==> src/rtl/diff_link_pkg.sv <==
// Shared definitions for the differential link: code layout, frame type and checksum.
package diff_link_pkg;
  localparam int CODE_W  = 26;
  localparam int SYNC_HI = 25;
  localparam int SYNC_LO = 24;
  localparam int TYPE_HI = 23;
  localparam int TYPE_LO = 20;
  localparam int PAY_HI  = 19;
  localparam int PAY_LO  = 4;
  localparam int SUM_HI  = 3;
  localparam int SUM_LO  = 0;

  localparam logic [1:0] SYNC_WORD = 2'b10;

  typedef struct packed {
    logic [3:0]  ftype;
    logic [15:0] payload;
  } frame_t;

  typedef enum logic [1:0] {
    ST_IDLE       = 2'd0,
    ST_CONFIRMING = 2'd1,
    ST_LOCKED     = 2'd2
  } rx_state_t;

  // The checksum covers the type nibble and the four payload nibbles.
  function automatic logic [3:0] code_checksum(input logic [CODE_W-1:0] code);
    code_checksum = code[TYPE_HI:TYPE_LO] ^ code[PAY_HI:PAY_HI-3] ^ code[PAY_HI-4:PAY_HI-7]
                  ^ code[PAY_LO+7:PAY_LO+4] ^ code[PAY_LO+3:PAY_LO];
  endfunction
endpackage

==> src/rtl/frame_fifo.sv <==
// First-word fall-through FIFO of frames; a push into a full FIFO is taken only alongside a pop.
module frame_fifo
  import diff_link_pkg::*;
#(
  parameter int DEPTH = 4
) (
  input  logic   clk_in,
  input  logic   rst_in,
  input  logic   push,
  input  logic   pop,
  input  frame_t wr_data,
  output frame_t head,
  output logic   full,
  output logic   empty
);
  localparam int AW = $clog2(DEPTH);

  frame_t      mem_r [DEPTH];
  logic [AW:0] wr_ptr_r;
  logic [AW:0] rd_ptr_r;
  logic        full_s;
  logic        empty_s;
  logic        do_push_s;
  logic        do_pop_s;

  assign empty_s   = (wr_ptr_r == rd_ptr_r);
  assign full_s    = (wr_ptr_r[AW] != rd_ptr_r[AW]) && (wr_ptr_r[AW-1:0] == rd_ptr_r[AW-1:0]);
  assign do_pop_s  = pop && !empty_s;
  assign do_push_s = push && (!full_s || do_pop_s);

  assign head  = mem_r[rd_ptr_r[AW-1:0]];
  assign full  = full_s;
  assign empty = empty_s;

  // Storage and pointer update
  always_ff @(posedge clk_in or negedge rst_in) begin
    if (!rst_in) begin
      for (int i = 0; i < DEPTH; i++) begin
        mem_r[i] <= '0;
      end
      wr_ptr_r <= '0;
      rd_ptr_r <= '0;
    end else begin
      if (do_push_s) begin
        mem_r[wr_ptr_r[AW-1:0]] <= wr_data;
        wr_ptr_r <= wr_ptr_r + (AW+1)'(1);
      end else begin
        wr_ptr_r <= wr_ptr_r;
      end
      if (do_pop_s) begin
        rd_ptr_r <= rd_ptr_r + (AW+1)'(1);
      end else begin
        rd_ptr_r <= rd_ptr_r;
      end
    end
  end
endmodule

==> src/rtl/diff_rx_frame.sv <==
// Frame qualifier behind diff_rx: checks sync/checksum, confirms repeated codes,
// suppresses retransmissions and queues accepted frames for a valid/ready consumer.
module diff_rx_frame
  import diff_link_pkg::*;
#(
  parameter int CONFIRM = 2,
  parameter int TIMEOUT = 100000,
  parameter int DEPTH   = 4
) (
  input  logic              clk_in,
  input  logic              rst_in,
  input  logic [CODE_W-1:0] code_in,
  input  logic              new_code_in,
  output logic [3:0]        type_out,
  output logic [15:0]       payload_out,
  output logic              valid_out,
  input  logic              ready_in,
  output logic [7:0]        err_sync_out,
  output logic [7:0]        err_sum_out,
  output logic [7:0]        drop_out
);
  localparam int              TW      = $clog2(TIMEOUT + 1);
  localparam logic [TW-1:0]   TMO_MAX = TW'(TIMEOUT);
  localparam logic [3:0]      CONF_N  = 4'(CONFIRM);

  rx_state_t     state_r;
  rx_state_t     eff_state_s;
  rx_state_t     next_state_s;
  frame_t        cand_r;
  frame_t        next_cand_s;
  frame_t        frame_s;
  frame_t        head_s;
  logic [3:0]    cnt_r;
  logic [3:0]    next_cnt_s;
  logic [TW-1:0] tmo_r;
  logic [7:0]    err_sync_r;
  logic [7:0]    err_sum_r;
  logic [7:0]    drop_r;
  logic          tmo_hit_s;
  logic          sync_ok_s;
  logic          sum_ok_s;
  logic          accept_s;
  logic          bad_sync_s;
  logic          bad_sum_s;
  logic          full_s;
  logic          empty_s;
  logic          pop_s;

  assign frame_s   = frame_t'(code_in[TYPE_HI:PAY_LO]);
  assign sync_ok_s = (code_in[SYNC_HI:SYNC_LO] == SYNC_WORD);
  assign sum_ok_s  = (code_in[SUM_HI:SUM_LO] == code_checksum(code_in));
  assign pop_s     = !empty_s && ready_in;

  // Qualification and confirmation decisions for the current strobe
  always_comb begin
    tmo_hit_s    = (tmo_r == TMO_MAX);
    // A saturated timeout makes this cycle's strobe start from a clean slate.
    eff_state_s  = tmo_hit_s ? ST_IDLE : state_r;
    next_state_s = eff_state_s;
    next_cand_s  = cand_r;
    next_cnt_s   = cnt_r;
    accept_s     = 1'b0;
    bad_sync_s   = 1'b0;
    bad_sum_s    = 1'b0;
    if (new_code_in) begin
      if (!sync_ok_s) begin
        bad_sync_s   = 1'b1;
        next_state_s = ST_IDLE;
      end else if (!sum_ok_s) begin
        bad_sum_s    = 1'b1;
        next_state_s = ST_IDLE;
      end else if ((eff_state_s == ST_CONFIRMING) && (frame_s == cand_r)) begin
        next_cnt_s = cnt_r + 4'd1;
        if ((cnt_r + 4'd1) >= CONF_N) begin
          accept_s     = 1'b1;
          next_state_s = ST_LOCKED;
        end else begin
          next_state_s = ST_CONFIRMING;
        end
      end else if ((eff_state_s == ST_LOCKED) && (frame_s == cand_r)) begin
        next_state_s = ST_LOCKED;
      end else begin
        next_cand_s = frame_s;
        next_cnt_s  = 4'd1;
        if (CONF_N == 4'd1) begin
          accept_s     = 1'b1;
          next_state_s = ST_LOCKED;
        end else begin
          next_state_s = ST_CONFIRMING;
        end
      end
    end else begin
      next_state_s = eff_state_s;
    end
  end

  // FSM, timeout and saturating error/drop counters
  always_ff @(posedge clk_in or negedge rst_in) begin
    if (!rst_in) begin
      state_r    <= ST_IDLE;
      cand_r     <= '0;
      cnt_r      <= 4'd0;
      tmo_r      <= '0;
      err_sync_r <= 8'd0;
      err_sum_r  <= 8'd0;
      drop_r     <= 8'd0;
    end else begin
      state_r <= next_state_s;
      cand_r  <= next_cand_s;
      cnt_r   <= next_cnt_s;
      if (new_code_in) begin
        tmo_r <= '0;
      end else if (!tmo_hit_s) begin
        tmo_r <= tmo_r + TW'(1);
      end else begin
        tmo_r <= tmo_r;
      end
      if (bad_sync_s && (err_sync_r != 8'hFF)) begin
        err_sync_r <= err_sync_r + 8'd1;
      end else begin
        err_sync_r <= err_sync_r;
      end
      if (bad_sum_s && (err_sum_r != 8'hFF)) begin
        err_sum_r <= err_sum_r + 8'd1;
      end else begin
        err_sum_r <= err_sum_r;
      end
      if (accept_s && full_s && !pop_s && (drop_r != 8'hFF)) begin
        drop_r <= drop_r + 8'd1;
      end else begin
        drop_r <= drop_r;
      end
    end
  end

  frame_fifo #(.DEPTH(DEPTH)) u_fifo (
    .clk_in  (clk_in),
    .rst_in  (rst_in),
    .push    (accept_s),
    .pop     (pop_s),
    .wr_data (frame_s),
    .head    (head_s),
    .full    (full_s),
    .empty   (empty_s)
  );

  assign valid_out    = !empty_s;
  assign type_out     = head_s.ftype;
  assign payload_out  = head_s.payload;
  assign err_sync_out = err_sync_r;
  assign err_sum_out  = err_sum_r;
  assign drop_out     = drop_r;
endmodule

==> config.mk <==
export PLATFORM = sky130hd
export DESIGN_NAME = diff_rx_frame
export DESIGN_NICKNAME = d
export VERILOG_FILES = /design/src/rtl/diff_link_pkg.sv /design/src/rtl/frame_fifo.sv /design/src/rtl/diff_rx_frame.sv
export SDC_FILE = /design/constraint.sdc
export NUM_CORES = 1
export LEC_CHECK = 0
export ABC_CLOCK_PERIOD_IN_PS = 8300
export CORE_MARGIN = 2
export CORE_UTILIZATION = 62
export DETAILED_ROUTE_END_ITERATION = 6
export HOLD_SLACK_MARGIN = 0.1
export PLACE_DENSITY_LB_ADDON = 0.15
export SETUP_SLACK_MARGIN = 0.5
export SYNTH_ARGS = -nofsm -noshare
export SYNTH_HDL_FRONTEND = slang
export SYNTH_SLANG_ARGS = --single-unit
==> constraint.sdc <==
create_clock -name clk_in -period 8.3 [get_ports clk_in]
set_clock_uncertainty 0.15 [all_clocks]
set_input_delay 0.83 -clock clk_in [delete_from_list [all_inputs] [get_ports clk_in]]
set_output_delay 0.83 -clock clk_in [all_outputs]
set_load 0.05 [all_outputs]
==> reports/metrics.yaml, run 1 <==
status:
  run_status: "completed"
grt:
  first_global_vias: 4888
  grt_start_max_net_pins: 104
  global_route.usage.met2_pct: 41.5
  gr-usage-all-layers_pct: 25.0
  grt_most_used_layer: "met2"
  wire_length_of_the_first_global_routing_pass_mm: 25.6
  global_route.usage.met1_pct: 33.2
  antenna_found_initial: 0
  grt_remaining_overflow: 0
  met3_usage_pct: 6.12
job:
  warning_count: 33
floorplanning:
  area_of_the_die_um2: 13400
  core_util_floorplan_pct: 64.1
  die_w_um: 116
  die.size.y_um: 116
  num_rows: 40
final_timing:
  fin_setup_tns_ps: 0
  rsz0062_at_grt: "no"
  final_period_minus_worst_setup_slack_ps: 4170
  finalCritPeriodShare_pct: 50.2
  fin_ws_ps: 4130
  final-hold-violation-count: 0
  maxSlewHeadroom_pct: 26.1
  finalMaxSlewViolations: 0
  max_slew.worst_pin.slew_ps: 1110
  maximum_frequency_from_static_timing_analysis_mhz: 240
  finalHoldWorstSlack_ps: 346
  finalSetupViolations: 0
min_path:
  hp-start: "u_fifo.wr_ptr_r[2]"
  min_path_type: "reg2reg"
  min_delay_path_depth: 1
  worst_min_delay_path_endpoint: "u_fifo.wr_ptr_r[2]"
clock_tree:
  clock_path_buffers: 2
  cts-hold-fix-buffers: 0
  cts_resized: 0
  cts.sink_count: 153
  cts-buffers-inserted: 17
  clock_tree.root_cell: "sky130_fd_sc_hd__clkbuf_16"
  cts_max_level: 4
  cts_tree: "done"
yosys:
  yosys.area.top_type: "sky130_fd_sc_hd__dfrtp_1"
  ys_sh_simple_pct: 9.11
  total_cell_area_reported_by_yosys_after_synthesis_um2: 7760
  yosys.cell_types.count: 48
  enable_flop_cells: 0
  synth_warnings: 0
  synth-async-reset-ratio_pct: 100
  mappedNetlistNets: 615
  post_synth.cell_area_avg_um2: 13.5
  post_synth_xor_area_fraction_pct: 9.51
  synth-compound-area-share_pct: 1.98
  synth_stat.cells: 573
  mux_share_pct: 24.8
  synthTopLogicFamily: "multiplexers"
  postSynthRegisterBits: 153
  cells_taking_the_most_area_after_synthesis: "sky130_fd_sc_hd__dfrtp_1, sky130_fd_sc_hd__mux2_4, sky130_fd_sc_hd__xnor2_1, sky130_fd_sc_hd__mux4_2, sky130_fd_sc_hd__mux2_2"
  netlist.area_leader.share_pct: 49.3
  yosysMostFrequentCell: "sky130_fd_sc_hd__dfrtp_1"
  ys_dominant_reg_cell: "sky130_fd_sc_hd__dfrtp_1"
  synth_sequential_area_ratio_pct: 49.3
  syn-cell-area_um2: 7760
  synth.cellmix.adderShare_pct: 1.93
  synthCells: 573
  yosys-top-cells-count: "sky130_fd_sc_hd__dfrtp_1, sky130_fd_sc_hd__mux2_4, sky130_fd_sc_hd__xnor2_1"
detailed_routing:
  num_vias: 4584
  first_iter_violations: 276
  number_of_nets_still_failing_antenna_checks_after_routing: 0
  routed_wl_mm: 15.3
  drc: 0
  drt-wirelength-per-cell_um: 19.0
worst_setup_path:
  ff_to_ff_setup_slack_ps: 4750
  worst-endpoint-required_ps: 8450
  critical_path.startpoint_type: "input pin"
  critical_path.reg2reg.endpoint: "u_fifo.mem_r[19]"
  critical_path_peak_fanout: 21
  r2r.worst_path.cells: 6
  critical_path.endpoint_type: "flop"
  worstReg2RegStart: "u_fifo.rd_ptr_r[1]"
finish:
  utilization_pct: 75.9
  layout_top_cells: "sky130_fd_sc_hd__dfrtp_1, sky130_fd_sc_hd__mux2_4, sky130_fd_sc_hd__clkdlybuf4s50_1, sky130_fd_sc_hd__xnor2_1, sky130_fd_sc_hd__nor2_1"
  fillers: 789
  design_area_um2: 9190
  drive_above_1_share_pct: 26.4
  area_growth_pct: 18.4
  antenna-diode-count: 0
  mostFrequentLayoutCell: "sky130_fd_sc_hd__dfrtp_1"
power_and_ir_drop:
  sequentialPower_w: 0.000946
  netSwitchingPower_w: 0.000665
  p_total_w: 0.00229
  power.share.combinational_pct: 20.4
  vdd_ir_drop_max_mv: 0.203
  seq_power_share_pct: 41.3
  largest_power_group: "registers"
  power_leakage_nw: 4.39
  clock_net_power_w: 0.000875
  clkPwrFrac_pct: 38.3
  switch_share_pct: 29.1
  power.density_nw_per_um2: 249
  pg_comb_w: 0.000466
placed_design:
  numPlacedInstances: 777
  placement.io_buffers: 74
  place_ws_ps: 3780
  globalplace.congestion: 0.797
## run 1: flip-flops by register name, summed over array words and instances, names as in the netlist
signal,flops
u_fifo.rd_ptr_r,3
err_sync_out,8
drop_out,8
cand_r,20
u_fifo.wr_ptr_r,3
u_fifo.mem_r,80
cnt_r,4
tmo_r,17
err_sum_out,8
state_r,2
## run 1: layer usage
metal | part of all wire, % | vias up
met5 | 0 | -
met4 | 1.3 | 0
met3 | 3.5 | 19
met2 | 51 | 80
met1 | 44 | 2375
li1 | - | 2110
## run 1: critical path: stages
cell and delay (ps):
sky130_fd_sc_hd__clkdlybuf4s50_1 590, sky130_fd_sc_hd__xnor2_1 340, sky130_fd_sc_hd__xnor3_1 490, sky130_fd_sc_hd__nor4_4 520
sky130_fd_sc_hd__and4_1 480, sky130_fd_sc_hd__nand2_2 560, sky130_fd_sc_hd__mux2_4 490
## run 1: cell type report
| cell class | instances | area (um2) | share of cell area, % |
|---|---|---|---|
| Inverter | 11 | 41.3 | 0.449 |
| Sequential cell | 153 | 3830 | 41.7 |
| Tap cell | 168 | 210 | 2.29 |
| Clock inverter | 15 | 249 | 2.71 |
| Timing Repair Buffer | 76 | 757 | 8.24 |
| Multi-Input combinational cell | 369 | 3680 | 40.0 |
| Clock buffer | 17 | 425 | 4.63 |
## run 1: how the worst max path moves through the flow
stage	from	to	slack [ps]	depth (start not counted)
2_1_floorplan	code_in[11]	u_fifo.mem_r[0]	5120	9
3_3_place_gp	code_in[11]	u_fifo.mem_r[3]	3840	7
3_5_place_dp	code_in[11]	u_fifo.mem_r[9]	3780	7
4_1_cts	code_in[11]	u_fifo.mem_r[9]	4140	7
5_1_grt	code_in[11]	u_fifo.mem_r[6]	3990	7
6_report	code_in[11]	u_fifo.mem_r[6]	4130	7
==> run_1/sizing.png <==
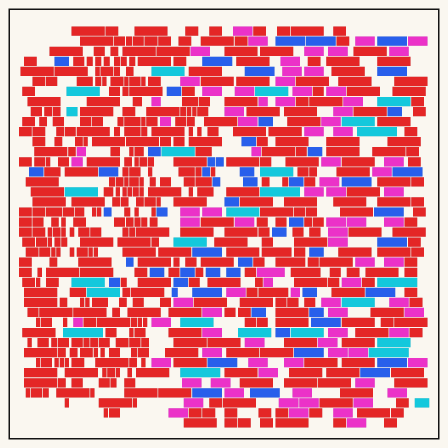
- magenta: x3 and x4 (cells 89; share 14%)
- red: x1 and smaller (cells 472; share 74%)
- blue: x2 (cells 55; share 8.6%)
- cyan: x6 and larger (cells 25; share 3.9%)

==> run_1/port_trees.png <==
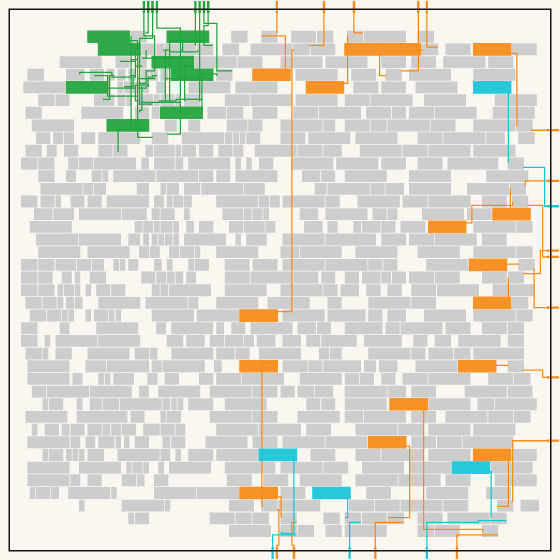
- cyan: type_out (bits 4; direction output; edge 3 bottom, 1 right; end cells 4; buffers 4; wire 103 um)
- orange: payload_out (bits 16; direction output; edge 7 right, 5 top, 4 bottom; end cells 16; buffers 16; wire 422 um)
- green: drop_out (bits 8; direction output; edge top; end cells 8; buffers 8; wire 384 um)

==> run_1/class_map.png <==
Bar = 20 um.
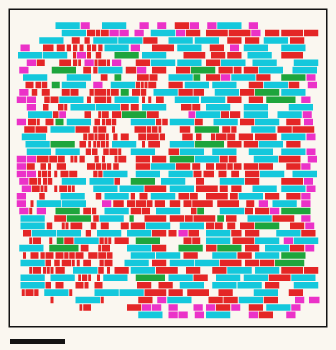
- green: clock drivers and dummy loads (cells 32; share of their area 7.5%)
- cyan: registers (cells 153; share of their area 43%)
- red: remaining logic cells (cells 380; share of their area 41%)
- magenta: remaining buffers and delay cells (cells 76; share of their area 8.4%)

==> run 1 -> run 2 <==
--- a/config.mk
+++ b/config.mk
@@ -5,9 +5,9 @@
 export SDC_FILE = /design/constraint.sdc
 export NUM_CORES = 1
 export LEC_CHECK = 0
-export ABC_CLOCK_PERIOD_IN_PS = 8300
+export ABC_CLOCK_PERIOD_IN_PS = 3700
 export CORE_MARGIN = 2
-export CORE_UTILIZATION = 62
+export CORE_UTILIZATION = 52
 export DETAILED_ROUTE_END_ITERATION = 6
 export HOLD_SLACK_MARGIN = 0.1
 export PLACE_DENSITY_LB_ADDON = 0.15
==> constraint.sdc (replaced) <==
create_clock -name clk_in -period 3.7 [get_ports clk_in]
set_clock_uncertainty 0.15 [all_clocks]
set_input_delay 0.37 -clock clk_in [delete_from_list [all_inputs] [get_ports clk_in]]
set_output_delay 0.37 -clock clk_in [all_outputs]
set_load 0.05 [all_outputs]
==> run_2/route_heat.png <==
Bar = 50 um. The die is cut into 25 by 25 equal tiles; dark purple is low, yellow is high, scaled to the fullest tile. Values are wire area over tile area, all layers added.
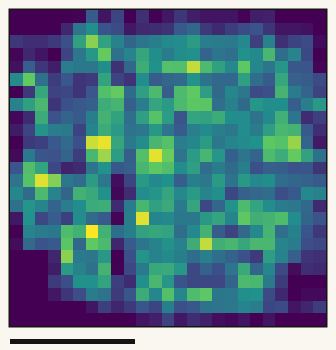
- fullest tile: 0.43
- mean over tiles: 0.15
- tiles over half the peak: 26%
- nearly empty tiles: 10%
- emptiest ninth of the die: lower left
- densest ninth of the die: center

==> run_2/port_trees.png <==
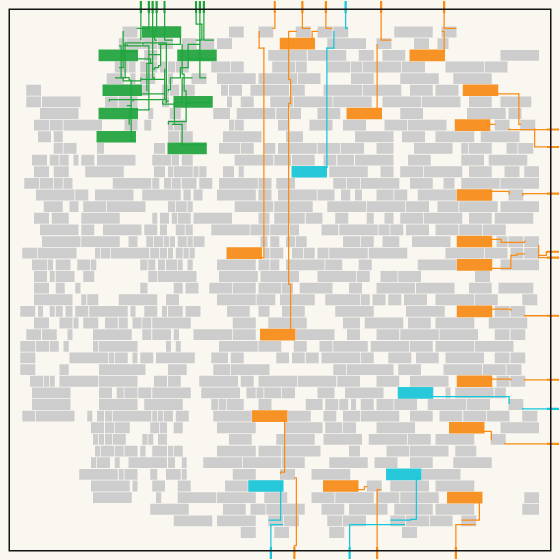
- cyan: type_out (bits 4; direction output; edge 2 bottom, 1 right, 1 top; end cells 4; buffers 4; wire 119 um)
- green: drop_out (bits 8; direction output; edge top; end cells 8; buffers 8; wire 338 um)
- orange: payload_out (bits 16; direction output; edge 8 right, 5 top, 3 bottom; end cells 16; buffers 16; wire 364 um)

==> run 2 against run 1 <==
Sequential share of layout area fell by 0.61 points. Utilization down 12 points. Final cell count up 4.9%. Sequential power up 120%. Total power is 110% higher. Largest cell class unchanged. Largest power group unchanged. Highest routed layer unchanged.
==> reports/metrics.yaml, run 2 <==
yosys:
  total_cell_area_reported_by_yosys_after_synthesis_um2: 7760  # unchanged
  mappedNetlistNets: 615  # unchanged
  synth_stat.cells: 573  # unchanged
  syn-cell-area_um2: 7760  # unchanged
  ys_dominant_reg_cell: "sky130_fd_sc_hd__dfrtp_1"
  netlist.area_leader.share_pct: 49.3  # unchanged
  synth-async-reset-ratio_pct: 100  # unchanged
  post_synth.cell_area_avg_um2: 13.5  # unchanged
  synthCells: 573  # unchanged
  synth_sequential_area_ratio_pct: 49.3  # unchanged
  enable_flop_cells: 0  # unchanged
  synth_warnings: 0  # unchanged
  yosys.area.top_type: "sky130_fd_sc_hd__dfrtp_1"
  yosys-top-cells-count: "sky130_fd_sc_hd__dfrtp_1, sky130_fd_sc_hd__mux2_4, sky130_fd_sc_hd__xnor2_1"
  yosys.cell_types.count: 48  # unchanged
  postSynthRegisterBits: 153  # unchanged
clock_tree:
  cts-buffers-inserted: 17  # unchanged
  cts_tree: "done"
  clock_tree.root_cell: "sky130_fd_sc_hd__clkbuf_16"
  clock_path_buffers: 2  # unchanged
  cts_max_level: 4  # unchanged
worst_setup_path:
  timing.critical_path.slowest_cell_delay_ps: 600  # about the same
  crit_buf_inv: 2  # +1
  critical_path.startpoint_type: "input pin"
  cp_top_family: "simple AND/OR/NAND/NOR gates"
  critical_path.endpoint_type: "flop"
  cpMaxStageDelayCell: "sky130_fd_sc_hd__clkdlybuf4s50_1"
detailed_routing:
  routed_wl_mm: 15.7  # +2.1%
  drc: 0  # unchanged
  maxUsedRoutingLayer: "met4"
  num_vias: 4622  # +0.83%
  route.layer.met1.wl_mm: 6.86  # +1.4%
  routed_length_on_met2_mm: 8.01  # +2.2%
  drt-wirelength-per-cell_um: 18.4  # -2.7%
  number_of_nets_still_failing_antenna_checks_after_routing: 0  # unchanged
power_and_ir_drop:
  power.density_nw_per_um2: 524  # +110%
  power_leakage_nw: 4.50  # +2.3%
  vdd_ir_drop_max_mv: 0.396  # +95%
grt:
  global_route.usage.met1_pct: 26.7  # -6.5 points
  antenna_found_initial: 0  # unchanged
  first_global_vias: 5135  # +5.1%
  gr-usage-all-layers_pct: 21.2  # -3.8 points
  grt_most_used_layer: "met2"
  global_route.usage.met2_pct: 36.2  # -5.3 points
  grt_remaining_overflow: 0  # unchanged
final_timing:
  finalSetupViolations: 0  # unchanged
  max_slew.worst_pin.slew_ps: 795  # -314 ps
  fin_setup_tns_ps: 0  # unchanged
  fin_ws_ps: 706  # -3430 ps
  final_period_minus_worst_setup_slack_ps: 2990
  finalMaxSlewViolations: 0  # unchanged
  finalCritPeriodShare_pct: 80.9
  maxSlewHeadroom_pct: 47.0  # +21 points
finish:
  largest_register_ffs: 80  # unchanged
  design_area_um2: 9330  # +1.5%
  antenna-diode-count: 0  # unchanged
  utilization_pct: 64.2  # -12 points
  layout_top_cells: "sky130_fd_sc_hd__dfrtp_1, sky130_fd_sc_hd__mux2_4, sky130_fd_sc_hd__clkdlybuf4s50_1, sky130_fd_sc_hd__xnor2_1, sky130_fd_sc_hd__nor2_1"
  drive_above_1_share_pct: 28.6  # +2.2 points
  largest_registers: "u_fifo.mem_r: 80 flops, cand_r: 20 flops, tmo_r: 17 flops"
  area_growth_pct: 20.1
floorplanning:
  num_rows: 44  # +10%
  die_w_um: 126  # +8.9%
placed_design:
  placement.io_buffers: 74  # unchanged
  place_ws_ps: 278  # -3500 ps
  globalplace.congestion: 0.783  # -1.7%
job:
  warning_count: 31  # -6.1%
min_path:
  min_path_type: "reg2reg"
status:
  run_status: "completed"
run 2: cell counts after synthesis:
No cell type changed its count.
run 2: what timing repair did:
| action | 4_1_cts | 5_1_grt |
|---|---|---|
| hold buffers | 1 | 0 |
| buffers inserted | 0 | 0 |
| endpoints found under the hold margin | 82 | 0 |
| gates resized | 0 | 2 |
| endpoints found under the setup margin | 0 | 14 |
run 2: through the flow:
stage | hold slack (ps) | std cells | total power [W]
after floorplan | -75.6 | 573 | 0.00286
after global placement | 325 | 817 | 0.00320
after detailed placement | 331 | 817 | 0.00324
after CTS | 344 | 849 | 0.00494
after global routing | 359 | 849 | 0.00512
final | 342 | 849 | 0.00489
run 2: logic make-up after synthesis:
family                   Yosys count  synth area share [%]
buffers and inverters             51                  3.34
AND-OR/OR-AND                     23                  1.98
XOR/XNOR                          78                  9.51
flip-flops                       153                  49.3
multiplexers                     125                  24.8
adder cells (fa/ha/maj)           12                  1.93
AND/OR/NAND/NOR                  131                  9.11
run 2: area by class of cell:
class                           count  area, um2
Multi-Input combinational cell    369       3680
Clock inverter                      9       97.6
Sequential cell                   153       3830
Fill cell                        1114       5210
Tap cell                          184        230
Inverter                           11       41.3
Clock buffer                       22        474
Timing Repair Buffer              101        976
run 2: final timing paths:
path,from,to,slack (ps),depth (start not counted)
min in group asynchronous,rst_in,u_fifo.mem_r[41],420,2
hold reg to reg,drop_out[4],drop_out[4],340,1
max in group asynchronous,rst_in,tmo_r[14],2110,3
hold / removal,drop_out[4],drop_out[4],340,1
setup / recovery,code_in[23],drop_out[1],710,8
setup reg to reg,cnt_r[1],u_fifo.mem_r[36],750,9
run 2: power by group:
group | switching, W | internal [W]
clock | 0.000654 | 0.00104
combinational | 0.000631 | 0.000535
sequential | 0.000172 | 0.00186
total | 0.00146 | 0.00343
==> run 2 -> run 3 <==
--- a/config.mk
+++ b/config.mk
@@ -5,7 +5,7 @@
 export SDC_FILE = /design/constraint.sdc
 export NUM_CORES = 1
 export LEC_CHECK = 0
-export ABC_CLOCK_PERIOD_IN_PS = 3700
+export ABC_CLOCK_PERIOD_IN_PS = 2600
 export CORE_MARGIN = 2
 export CORE_UTILIZATION = 52
 export DETAILED_ROUTE_END_ITERATION = 6
==> constraint.sdc (replaced) <==
create_clock -name clk_in -period 2.6 [get_ports clk_in]
set_clock_uncertainty 0.15 [all_clocks]
set_input_delay 0.26 -clock clk_in [delete_from_list [all_inputs] [get_ports clk_in]]
set_output_delay 0.26 -clock clk_in [all_outputs]
set_load 0.05 [all_outputs]
==> run_3/sizing.png <==
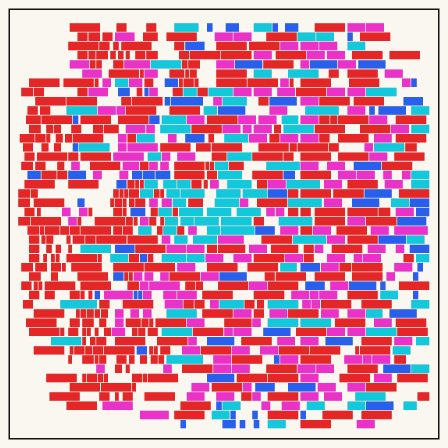
- blue: x2 (cells 76; share 10%)
- red: x1 and smaller (cells 392; share 53%)
- magenta: x3 and x4 (cells 181; share 24%)
- cyan: x6 and larger (cells 93; share 13%)

==> run_3/class_map.png <==
Bar = 50 um.
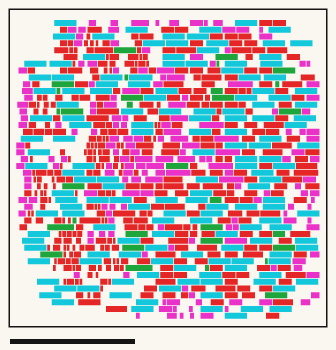
- magenta: remaining buffers and delay cells (cells 178; share of their area 19%)
- green: clock drivers and dummy loads (cells 31; share of their area 5.4%)
- red: remaining logic cells (cells 380; share of their area 40%)
- cyan: registers (cells 153; share of their area 36%)

==> run 3 against run 2 <==
Final area is 16% higher. Area after synthesis unchanged. Non-clock buffer count up 77. Die size did not move. Combinational power up 75%. Utilization rose by 10 points. Clock-buffer cell count unchanged. Synthesized cell count did not move. Via count increased by 11%. Critical path depth rose by 1. Total power increased by 51%. Final cell count rose by 9.1%. Critical endpoint is now u_fifo.mem_r[41]. Highest routed layer unchanged.
==> reports/metrics.yaml, run 3 <==
status:
  run_status: "completed"
placed_design:
  dpl.hpwl_mm: 11.2
  placed_area_um2: 9190
  place_ws_ps: -383  # -661 ps
  placement.io_buffers: 74  # unchanged
  numPlacedInstances: 854  # +4.5%
  globalplace.congestion: 0.814  # +3.9%
yosys:
  yosys.cell_types.count: 48  # unchanged
  mappedNetlistNets: 615  # unchanged
  synthCells: 573  # unchanged
  enable_flop_cells: 0  # unchanged
  synth-async-reset-ratio_pct: 100  # unchanged
  netlist.area_leader.share_pct: 49.3  # unchanged
  yosys.area.top_type: "sky130_fd_sc_hd__dfrtp_1"
  yosys-top-cells-count: "sky130_fd_sc_hd__dfrtp_1, sky130_fd_sc_hd__mux2_4, sky130_fd_sc_hd__xnor2_1"
  ys_dominant_reg_cell: "sky130_fd_sc_hd__dfrtp_1"
  synth_warnings: 0  # unchanged
  synth_stat.cells: 573  # unchanged
  syn-cell-area_um2: 7760  # unchanged
  synth_sequential_area_ratio_pct: 49.3  # unchanged
  postSynthRegisterBits: 153  # unchanged
  total_cell_area_reported_by_yosys_after_synthesis_um2: 7760  # unchanged
  post_synth.cell_area_avg_um2: 13.5  # unchanged
detailed_routing:
  drt-wirelength-per-cell_um: 20.5  # +11%
  drtPass1Iterations: 4
  number_of_nets_still_failing_antenna_checks_after_routing: 0  # unchanged
  first_iter_violations: 196
  num_vias: 5109  # +11%
  drc: 0  # unchanged
  route.layer.met1.wl_mm: 7.80  # +14%
  maxUsedRoutingLayer: "met4"
  routed_via_density: 5.52
  routed_wl_mm: 18.9  # +21%
  routed_length_on_met2_mm: 9.91  # +24%
finish:
  area_growth_pct: 39.5
  fillers: 930  # -17%
  largest_registers: "u_fifo.mem_r: 80 flops, cand_r: 20 flops, tmo_r: 17 flops"
  layout_top_cells: "sky130_fd_sc_hd__dfrtp_1, sky130_fd_sc_hd__mux2_4, sky130_fd_sc_hd__buf_4, sky130_fd_sc_hd__xnor2_1, sky130_fd_sc_hd__nor2_1"
  design_area_um2: 10800  # +16%
  ff_latch_area_um2: 3830  # about the same
  fin_cells: 926  # +9.1%
  largest_register_ffs: 80  # unchanged
  drive_above_1_share_pct: 47.2  # +19 points
  antenna-diode-count: 0  # unchanged
  utilization_pct: 74.5  # +10 points
  combGateArea_um2: 4170  # +13%
final_timing:
  finalCritPeriodShare_pct: 98.5
  final_period_minus_worst_setup_slack_ps: 2560
  finalMaxSlewViolations: 0  # unchanged
  fin_ws_ps: 38.3  # -668 ps
  finalHoldWorstSlack_ps: 112  # -231 ps
  maximum_frequency_from_static_timing_analysis_mhz: 390
  maxSlewHeadroom_pct: 56.2  # +9.1 points
  max_slew.worst_pin.slew_ps: 657  # -137 ps
  finalSetupViolations: 0  # unchanged
  fin_setup_tns_ps: 0  # unchanged
  rsz0062_at_grt: "yes"
min_path:
  min_path_type: "in2reg"
clock_tree:
  worst_skew_pair.late_latency_ps: 430
  cts-buffers-inserted: 17  # unchanged
  clock_path_buffers: 2  # unchanged
  clock_tree.root_cell: "sky130_fd_sc_hd__clkbuf_16"
  cts_max_level: 4  # unchanged
  cts_tree: "done"
worst_setup_path:
  ff_to_ff_setup_slack_ps: 40  # -710 ps
  cp_data_arrival_time_ps: 2710
  r2r.worst_path.cells: 9  # unchanged
  critical_path.endpoint_type: "flop"
  critical_path.startpoint_type: "flop"
  worstReg2RegStart: "cnt_r[0]"
  critical_path.reg2reg.endpoint: "u_fifo.mem_r[41]"
  worstSetupEndpoint: "u_fifo.mem_r[41]"
  cp-startpoint: "cnt_r[0]"
power_and_ir_drop:
  netSwitchingPower_w: 0.00224  # +54%
  power_leakage_nw: 5.51  # +23%
  power.share.combinational_pct: 27.7  # +3.9 points
  clkPwrFrac_pct: 32.5  # -2.0 points
  pg_comb_w: 0.00205  # +75%
  vdd_ir_drop_max_mv: 0.638  # +61%
  p_total_w: 0.00740  # +51%
  largest_power_group: "registers"
  sequentialPower_w: 0.00294  # +44%
  clock_net_power_w: 0.00241  # +43%
  seq_power_share_pct: 39.8  # -1.8 points
  power.density_nw_per_um2: 683  # +30%
  switch_share_pct: 30.3  # +0.54 points
  cell_int_power_w: 0.00515  # +50%
floorplanning:
  die.size.y_um: 126
  die_w_um: 126  # unchanged
  num_rows: 44  # unchanged
  core-area_um2: 14500
  num_io_pins: 75
grt:
  global_route.usage.met2_pct: 41.0  # +4.8 points
  grt_remaining_overflow: 0  # unchanged
  gr-usage-all-layers_pct: 24.1  # +2.9 points
  global_route.usage.met1_pct: 29.3  # +2.6 points
  first_global_vias: 5575  # +8.6%
  grt_most_used_layer: "met2"
  grt_start_max_net_pins: 68
  antenna_found_initial: 0  # unchanged
job:
  warning_count: 34  # +9.7%
  cap_violations: 0
==> run 3: cell counts after synthesis <==
Identical to the previous run, type by type.
==> run 3: critical path, cell delays in order, from the launching register on <==
cell	delay (ps)
sky130_fd_sc_hd__dfrtp_1	410
sky130_fd_sc_hd__ha_4	270
sky130_fd_sc_hd__or4b_4	450
sky130_fd_sc_hd__o21ai_2	160
sky130_fd_sc_hd__nor4_2	60
sky130_fd_sc_hd__and4_1	200
sky130_fd_sc_hd__buf_12	160
sky130_fd_sc_hd__nand2_8	90
sky130_fd_sc_hd__buf_12	150
sky130_fd_sc_hd__mux2_4	310
==> run 3: cells by family (layout without fill, tap and decap cells) <==
logic type               Yosys count  after routing  synth area share (%)
adder cells (fa/ha/maj)           12             12                  1.93
XOR/XNOR                          78             78                  9.51
buffers and inverters             51            220                  3.34
AND-OR/OR-AND                     23             23                  1.98
AND/OR/NAND/NOR                  131            131                  9.11
multiplexers                     125            125                  24.8
flip-flops                       153            153                  49.3
==> run 3: worst min-delay path by stage <==
stage                    start          endpoint  cells after the start
floorplan               rst_in         cand_r[0]                      0
global placement        rst_in  u_fifo.mem_r[23]                      1
detailed placement      rst_in   u_fifo.mem_r[3]                      1
CTS                 code_in[5]  u_fifo.mem_r[21]                      3
global route        code_in[9]  u_fifo.mem_r[25]                      3
finish              code_in[4]  u_fifo.mem_r[40]                      3
==> run 3: layout make-up <==
type / instances / share of cell area (%)
clock buffer: 22 / 4.38
clock inverter: 9 / 0.901
inverter: 11 / 0.381
multi-input combinational: 369 / 38.5
sequential: 153 / 35.4
tap: 184 / 2.13
timing repair buffer: 178 / 18.4
==> run 3: repair_timing <==
item,CTS,global route
setup endpoints to repair,156,146
hold buffers,1,4
hold endpoints to repair,63,7
gates cloned,8,1
buffers inserted,19,8
pin swaps,29,22
resized,141,112
Power and IR drop assume default switching activity.
